==> run_1/density.png <==
6 x 8 tiles, from white (low) to dark blue (high), 0 to 100% covered.
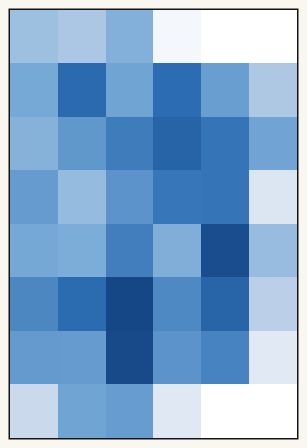
==> run_1/zoom.png <==
Window x 31 to 51, y 52 to 72 µm. Cells in grey, sequential cells in the stronger grey; small squares are vias.
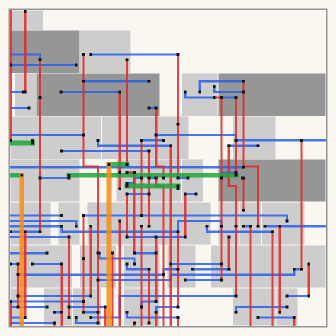
==> run_1/pins.png <==
Bar = 20 µm. Pins as bars across the die edge, other pins in grey.
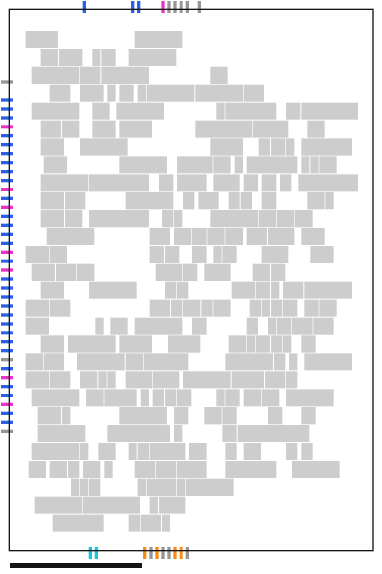
==> run_1/drive_strength.png <==
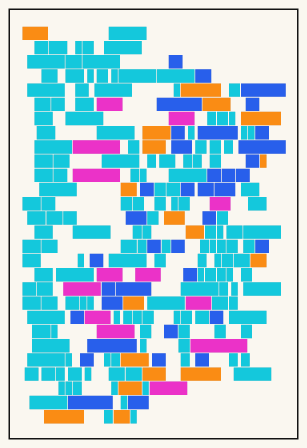
**config.mk**
```make
export PLATFORM = sky130hd
export DESIGN_NAME = uart_tx_arbiter
export DESIGN_NICKNAME = d
export VERILOG_FILES = /design/src/rtl/uart_tx_arbiter.sv
export SDC_FILE = /design/constraint.sdc
export NUM_CORES = 1
export LEC_CHECK = 0
export CORE_AREA = 2 2 53 80
export CTS_CLUSTER_DIAMETER = 80
export DETAILED_ROUTE_END_ITERATION = 8
export DIE_AREA = 0 0 55 82
export DONT_BUFFER_PORTS = 1
export SYNTH_ARGS = -nofsm -noshare
export SYNTH_HDL_FRONTEND = slang
export SYNTH_SLANG_ARGS = --single-unit
```
**constraint.sdc**
```tcl
create_clock -name sys_clk -period 1.6 [get_ports sys_clk]
set_input_delay 0.24 -clock sys_clk [delete_from_list [all_inputs] [get_ports sys_clk]]
set_output_delay 0.24 -clock sys_clk [all_outputs]
set_load 0.01 [all_outputs]
```
**src/rtl/uart_tx_arbiter.sv**
```systemverilog
// Round-robin arbiter sharing one uart_tx among 4 byte requesters; grant appears 1 cycle after sampling.
// No queuing: a requester holds valid until acked, and new grants wait for a full frame slot.
module uart_tx_arbiter #(
    parameter int BAUD_CNT   = 868,
    parameter int FRAME_BITS = 11,
    parameter int GAP_CYCLES = 0
) (
    input  logic        sys_clk,
    input  logic        sys_rst,
    input  logic [3:0]  req_valid,
    input  logic [31:0] req_data,
    input  logic [3:0]  req_mask,
    output logic [3:0]  req_ack,
    output logic [7:0]  td_data,
    output logic        ready_flag,
    output logic [1:0]  grant_id,
    output logic        busy
);

    localparam int SLOT  = BAUD_CNT * FRAME_BITS + GAP_CYCLES;
    localparam int CNT_W = $clog2(SLOT + 1);
    // WAIT spans SLOT-1 cycles so the IDLE sample lands one cycle before the next permitted start.
    localparam logic [CNT_W-1:0] LAST_CNT = CNT_W'(SLOT - 2);

    typedef enum logic {
        IDLE,
        WAIT
    } state_t;

    state_t           state_q, state_d;
    logic [CNT_W-1:0] cnt_q, cnt_d;
    logic [1:0]       ptr_q, ptr_d;
    logic [7:0]       td_q, td_d;
    logic             rdy_q, rdy_d;
    logic [3:0]       ack_q, ack_d;
    logic [1:0]       gid_q, gid_d;
    logic             busy_q, busy_d;

    logic [3:0] elig;
    logic       win_vld;
    logic [1:0] win_idx;
    logic [1:0] cand;

    assign elig = req_valid & req_mask;

    always_comb begin
        win_vld = 1'b0;
        win_idx = ptr_q;
        cand    = ptr_q;
        for (int k = 1; k <= 4; k++) begin
            cand = ptr_q + 2'(k);
            if (!win_vld && elig[cand]) begin
                win_vld = 1'b1;
                win_idx = cand;
            end
        end
    end

    always_comb begin
        state_d = state_q;
        cnt_d   = cnt_q;
        ptr_d   = ptr_q;
        td_d    = td_q;
        rdy_d   = 1'b0;
        ack_d   = 4'b0000;
        gid_d   = gid_q;
        busy_d  = busy_q;
        case (state_q)
            IDLE: begin
                if (win_vld) begin
                    state_d = WAIT;
                    cnt_d   = '0;
                    ptr_d   = win_idx;
                    td_d    = req_data[{win_idx, 3'b000} +: 8];
                    rdy_d   = 1'b1;
                    ack_d   = 4'b0001 << win_idx;
                    gid_d   = win_idx;
                    busy_d  = 1'b1;
                end
            end
            WAIT: begin
                if (cnt_q == LAST_CNT) begin
                    state_d = IDLE;
                    cnt_d   = '0;
                    busy_d  = 1'b0;
                end else begin
                    cnt_d = cnt_q + 1'b1;
                end
            end
            default: state_d = IDLE;
        endcase
    end

    always_ff @(posedge sys_clk) begin
        if (sys_rst) begin
            state_q <= IDLE;
            cnt_q   <= '0;
            ptr_q   <= 2'd3;
            td_q    <= 8'h00;
            rdy_q   <= 1'b0;
            ack_q   <= 4'b0000;
            gid_q   <= 2'd0;
            busy_q  <= 1'b0;
        end else begin
            state_q <= state_d;
            cnt_q   <= cnt_d;
            ptr_q   <= ptr_d;
            td_q    <= td_d;
            rdy_q   <= rdy_d;
            ack_q   <= ack_d;
            gid_q   <= gid_d;
            busy_q  <= busy_d;
        end
    end

    assign req_ack    = ack_q;
    assign td_data    = td_q;
    assign ready_flag = rdy_q;
    assign grant_id   = gid_q;
    assign busy       = busy_q;

endmodule

```
==> results_dict.tcl, run 1 <==
# flow metrics
set metrics [dict create \
    outcome "finished, violations left" \
    violations "negative setup slack" \
    crit_path_max_fanout 5 \
    final_hold_viol_count 0 \
    nNetsFinal 269 \
    layout_setup_ws_ns -0.0204 \
    edf_count 0 \
    regArea_um2 673 \
    min_to "cnt_q[3]" \
    cp-startpoint "cnt_q[0]" \
    async_flop_share_pct 0 \
    grt_pass1_wl_um 7450 \
    largest_area_cell "dfxtp_1" \
    cts-root-buf "clkbuf_8" \
    syn_inst 200 \
    path_clk_slew_ns 0.07 \
    flop_cell "dfxtp_1" \
    overflow 0 \
    placed_area_um2 1970 \
    worstSetupPathDepth 7 \
    grt_pass1_vias 1626 \
    period_used_pct 101 \
    aoi_share_pct 19.0 \
    rows 28 \
    syn-cell-area_um2 1780 \
    drive_gt1_share_pct 30.1 \
    final_cells 271 \
    start_kind "register" \
    power_uw 2160 \
    setup_viol 2 \
    power.density_nw_per_um2 934 \
    ant_nets 0 \
    clk_latency_ns 0.28 \
    logic_family "simple AND/OR/NAND/NOR gates" \
    max-vdd-ir-drop_mv 0.702 \
    synth_nets 244 \
    yosys_cells 200 \
    top_cells_by_count "dfxtp_1 (33), mux2i_1 (17), nor2_1 (17)" \
    crit_chain "inv_2, ha_4, and4b_1, nand4_4, nand2_4, or3_4, a221oi_2" \
]
-- density.png (at the start) --
- fullest tile: 91%
- tiles over 75% full: 17%
- densest ninth of the die: middle
- mean over tiles: 50%
- emptiest ninth of the die: bottom right
- nearly empty tiles: 8.3%
Finished Core Util: 59.9%
core area: 3850 µm²
fp_density: 46.1%

-- zoom.png (at the start) --
- met3: green
- met4: orange
- met2: red
- met1: blue
- cells with their middle in the window: 30
- sequential cells in the window: 4
- most frequent: buf_4 (3)
- netlist names of flops here include: cnt_q (4)

-- pins.png (at the start) --
- grant_id: cyan (pins 2; direction output; edge bottom)
- req_valid: orange (pins 4; direction input; edge bottom)
- td_data: magenta (pins 8; direction output; edge 7 left, 1 top)
- req_data: blue (pins 32; direction input; edge 29 left, 3 top)
- all pins by edge: 39 left, 10 bottom, 9 top
IO buf count: 0
Die Width: 55 µm
Die Y: 82 µm

-- drive_strength.png (at the start) --
- drive 1 or less: cyan (cells 158)
- drive 2: orange (cells 18)
- drive 3 to 4: blue (cells 37)
- drive 6 and up: magenta (cells 13)
post-route design area: 2310 µm²
area grow syn2layout: 30.1%

[run 1: kinds of logic (layout without fill, tap and decap cells)]
kind of cell | after synthesis | count (layout)
flops | 33 | 33
fa+ha+maj | 2 | 2
compound gates | 49 | 49
buf+inv | 15 | 41
simple gates | 83 | 83
mux | 18 | 18
[run 1: power breakdown]
part	leakage (µW)	internal [µW]	total, µW	switching, µW
sequential	0.000271	875	938	62.5
combinational	0.000575	223	404	181
clock	0.0000574	506	817	310
[run 1: cell usage in the layout (no fill, tap or decap), drive strengths merged, types with 3 or more instances in the layout]
cell type,synthesis,final
a311oi,3,3
dfxtp,33,33
nand2b,4,4
clkbuf,6,8
nor2b,3,3
a21oi,10,10
nand3b,9,9
and3,4,4
o21ai,11,11
o21bai,3,3
nor2,17,17
or3,8,8
o221ai,8,8
a31oi,7,7
inv,5,5
mux2i,17,17
and2,3,3
buf,4,26
nand4,7,7
nand3,6,6
nand2,12,12
[run 1: final cells by class]
cell class / instances / share of cell area (%)
inverters: 5 / 0.813
multi-input cells: 152 / 50.0
repair buffers: 28 / 12.4
clock buffers: 6 / 3.58
well taps: 45 / 2.44
flip-flops and latches: 33 / 29.1
clock inverters: 2 / 1.63
[run 1: flip-flops by register name, summed over array words and instances (netlist names)]
signal      flops
busy            1
cnt_q          14
grant_id        2
ptr_q           2
ready_flag      1
req_ack         4
state_q         1
td_data         8
[run 1: repair_timing]
item | CTS | global route
cloned | 0 | 2
setup buffers | 1 | 5
resized | 6 | 25
endpoints found under the setup margin | 16 | 22
pin swaps | 1 | 17
[run 1: layer usage]
layer | track usage [%] | part of all wire (%) | vias to the layer above
li1 | - | - | 803
met1 | 23.3 | 38 | 813
met2 | 41.3 | 55 | 72
met3 | 5.45 | 5.3 | 8
met4 | 10.0 | 2.4 | 0
met5 | 0 | 0 | -
## Run 2: what changed since run 1
--- a/config.mk
+++ b/config.mk
@@ -10,6 +10,8 @@
 export DETAILED_ROUTE_END_ITERATION = 8
 export DIE_AREA = 0 0 55 82
 export DONT_BUFFER_PORTS = 1
+export SKIP_LAST_GASP = 1
+export SLEW_MARGIN = 20
 export SYNTH_ARGS = -nofsm -noshare
 export SYNTH_HDL_FRONTEND = slang
 export SYNTH_SLANG_ARGS = --single-unit
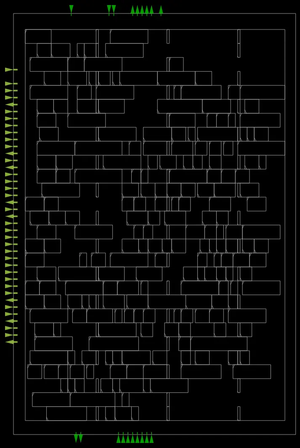
(run_2/final_placement.png)
Rows: 28
fillers: 345

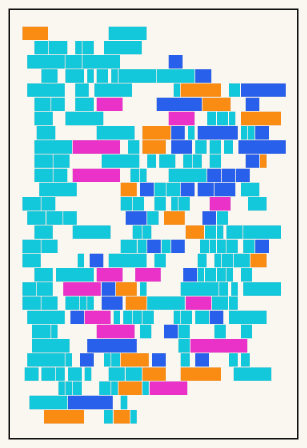
(run_2/drive_strength.png)
- drive 3 to 4: blue (cells 35)
- drive 2: orange (cells 19)
- drive 1 or less: cyan (cells 159)
- drive 6 and up: magenta (cells 13)
post-route design area: 2300 µm²
final worst setup slack: -0.0200 ns
Non-clk bufs: 28
area grow syn2layout: 29.4%

==> results_dict.tcl, run 2 <==
# flow metrics
set metrics [dict create \
    max-vdd-ir-drop_mv 0.702 \
    path_clk_slew_ns 0.07 \
    regMostFlops "cnt_q" \
    violations "negative setup slack" \
    setup_viol 2 \
    async_flop_share_pct 0 \
    edf_count 0 \
    final_cells 271 \
    final_util_pct 59.6 \
    cp-startpoint "cnt_q[0]" \
    nNetsFinal 269 \
    syn-cell-area_um2 1780 \
    largest_reg_flops 14 \
    cts-root-buf "clkbuf_8" \
    largest_area_cell "dfxtp_1" \
    start_kind "register" \
    yosys_cells 200 \
    seq_cells 33 \
    comb_cells 152 \
    drive_gt1_share_pct 29.6 \
    p_switching_uw 550 \
    power.density_nw_per_um2 936 \
    grt_pass1_wl_um 7450 \
    flop_cell "dfxtp_1" \
    p_seq_share_pct 43.6 \
    outcome "finished, violations left" \
    dieWidth_um 55 \
    power_frac_comb_pct 18.6 \
    layout_setup_ws_ns -0.0200 \
]
==> run 2: logic make-up (layout without fill, tap and decap cells) <==
family | Yosys count | in the layout | share of synthesized area (%)
multiplexers | 18 | 18 | 10.2
AND-OR/OR-AND | 49 | 49 | 19.0
flip-flops | 33 | 33 | 37.2
buffers and inverters | 15 | 41 | 3.66
adder cells (fa/ha/maj) | 2 | 2 | 1.41
AND/OR/NAND/NOR | 83 | 83 | 28.5
==> run 2: power groups by stage <==
stage	logic [µW]	clock network, µW	registers, µW
after floorplan	226	0	944
after global placement	295	0	953
after detailed placement	306	0	955
after CTS	320	835	937
after global routing	439	858	944
final	399	814	937
==> run 2: layer usage <==
layer / vias up / track usage, % / share of wire, % / wire length (µm)
met2: 70 / 41.3 / 54 / 2620
met5: - / 0 / 0 / 0
met3: 8 / 5.45 / 5.5 / 263
met4: 0 / 10.0 / 2.4 / 115
met1: 802 / 23.3 / 38 / 1820
li1: 803 / - / - / -
==> run 2: path summary, 6_finish.rpt <==
kind | to | slack, ns | depth (start not counted)
worst min register to register | cnt_q[2] | 0.52 | 2
worst max register to register | cnt_q[12] | -0.02 | 7
worst min-delay path | cnt_q[3] | 0.02 | 1
worst max-delay path | cnt_q[12] | -0.02 | 7
==> run 2: what timing repair did <==
| action | 4_1_cts | 5_1_grt |
|---|---|---|
| cloned | 0 | 2 |
| setup endpoints to repair | 16 | 22 |
| buffers inserted | 1 | 5 |
| hold buffers | 0 | 0 |
| pin swaps | 1 | 16 |
| endpoints found under the hold margin | 0 | 0 |
| resized | 6 | 23 |
==> run 2: critical path, stage by stage (launching register included) <==
cell and delay (ns):
dfxtp_2 0.33, inv_2 0.05, ha_4 0.14, and4b_1 0.21, nand4_4 0.10, nand2_4 0.08
or3_4 0.37, a221oi_2 0.26
No activity file was given, so power comes from the tool's default toggle rates.
